==> images/m2.png <==
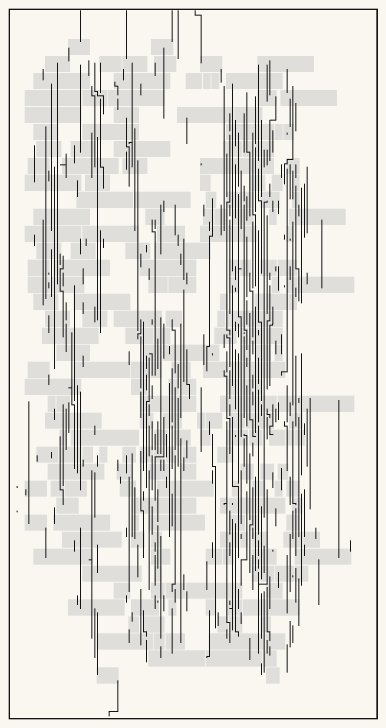
==> images/port_trees.png <==
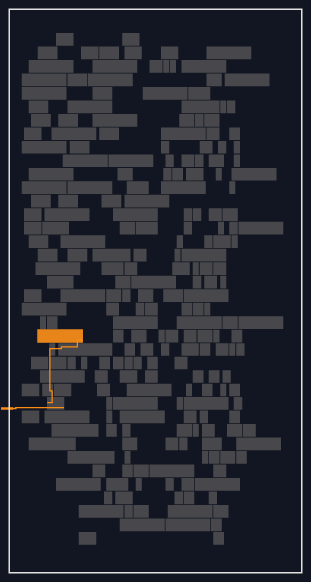
==> images/placed.png <==
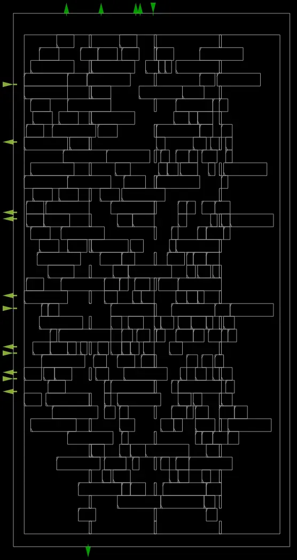
==> images/m3.png <==
Scale bar: 20 µm.
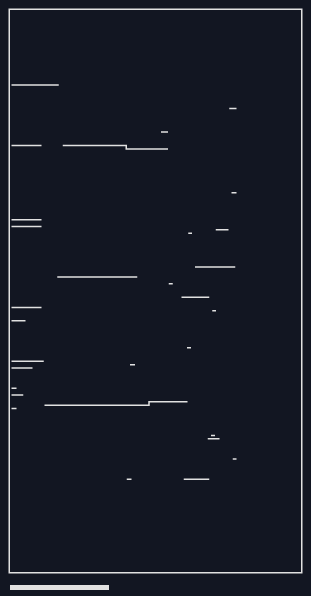
==> images/class_map.png <==
Fill, decap, tap and diode cells in gray.
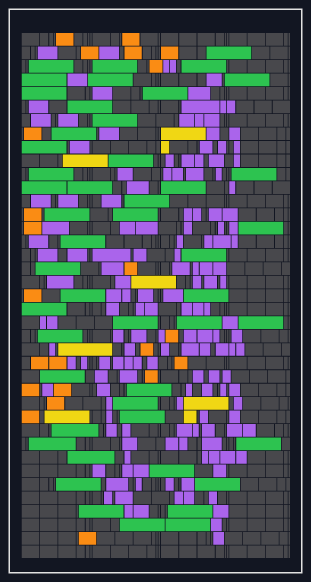
Design uart_rx, sky130hd; sources not shown.
==> Changelog: implementation <==
## Implementation

* Die Ht at 113 µm
* Largest area contributor in the netlist: dfrtp_1
* Async SR Flop Fraction at 100%
* Synth top cells by count: 45 x dfrtp_1, 15 x mux2_2, 11 x nand2_1, 10 x inv_1, 10 x nor3_1
* Num CTS Buffers at 5
* Post-synth EDFFs at 0
* Cell-internal power at 1.16 mW
* Clock Sinks at 48
* Total grt overflow at 0
* Gate power share at 13.4%
* CTS H-tree depth at 2
* Worst-path clk slew at 0.07 ns
* Flop Count at 48
* Status: complete, no violations
* Period utilisation layout at 84.0%
* DR DRC count at 0
* HPWL after DPL at 3.70 mm
* Setup TNS at 0 ns
* CP max-delay cell: dfrtp_1
* Reg2Reg Setup Slack at 0.48 ns
* Fin. max-slew vios at 0
* Crit path max fanout at 10
* Metal1 wirelength at 1.91 mm
* Critical Path Max Stage Delay at 0.45 ns
* Top cell area share at 47.1%
* # setup viols final at 0
* Share of total power in the clock network at 40.1%
* Worst-margin pin slew at 0.659 ns
* Met2 wire len at 2.77 mm
## Picture notes: m2.png
nets with wire on the layer: 209
longest straight run: 50.5 µm
wire length on this layer: 2,770 µm
main direction: vertical
final wirelength: 5.10 mm
M2 GR Usage: 30.1%
DR vias: 1,754

## Picture notes: port_trees.png
legend:
  orange:
    port: overrun
    bits: 1
    direction: output
    edge: left
    end_cells: 1
    buffers: 1
    wire: 30.9 µm
Ports: 17
IO Port Bufs: 16

## Picture notes: placed.png
core area: 5760 µm²
Seq area share: 43.4%
Well Taps: 61

## Picture notes: m3.png
longest straight run: 20.9 µm
share of all routed wire: 2.8%
nets with wire on the layer: 18
grt met3 use: 3.63%

## Picture notes: class_map.png
legend:
  purple:
    class: remaining logic cells
    cells: 155
  orange:
    class: remaining buffers and delay cells
    cells: 22
  yellow:
    class: clock drivers and dummy loads
    cells: 8
  green:
    class: registers
    cells: 48
final non-filler cell area: 2780 µm²
row count: 39

Power and IR drop assume default switching activity.
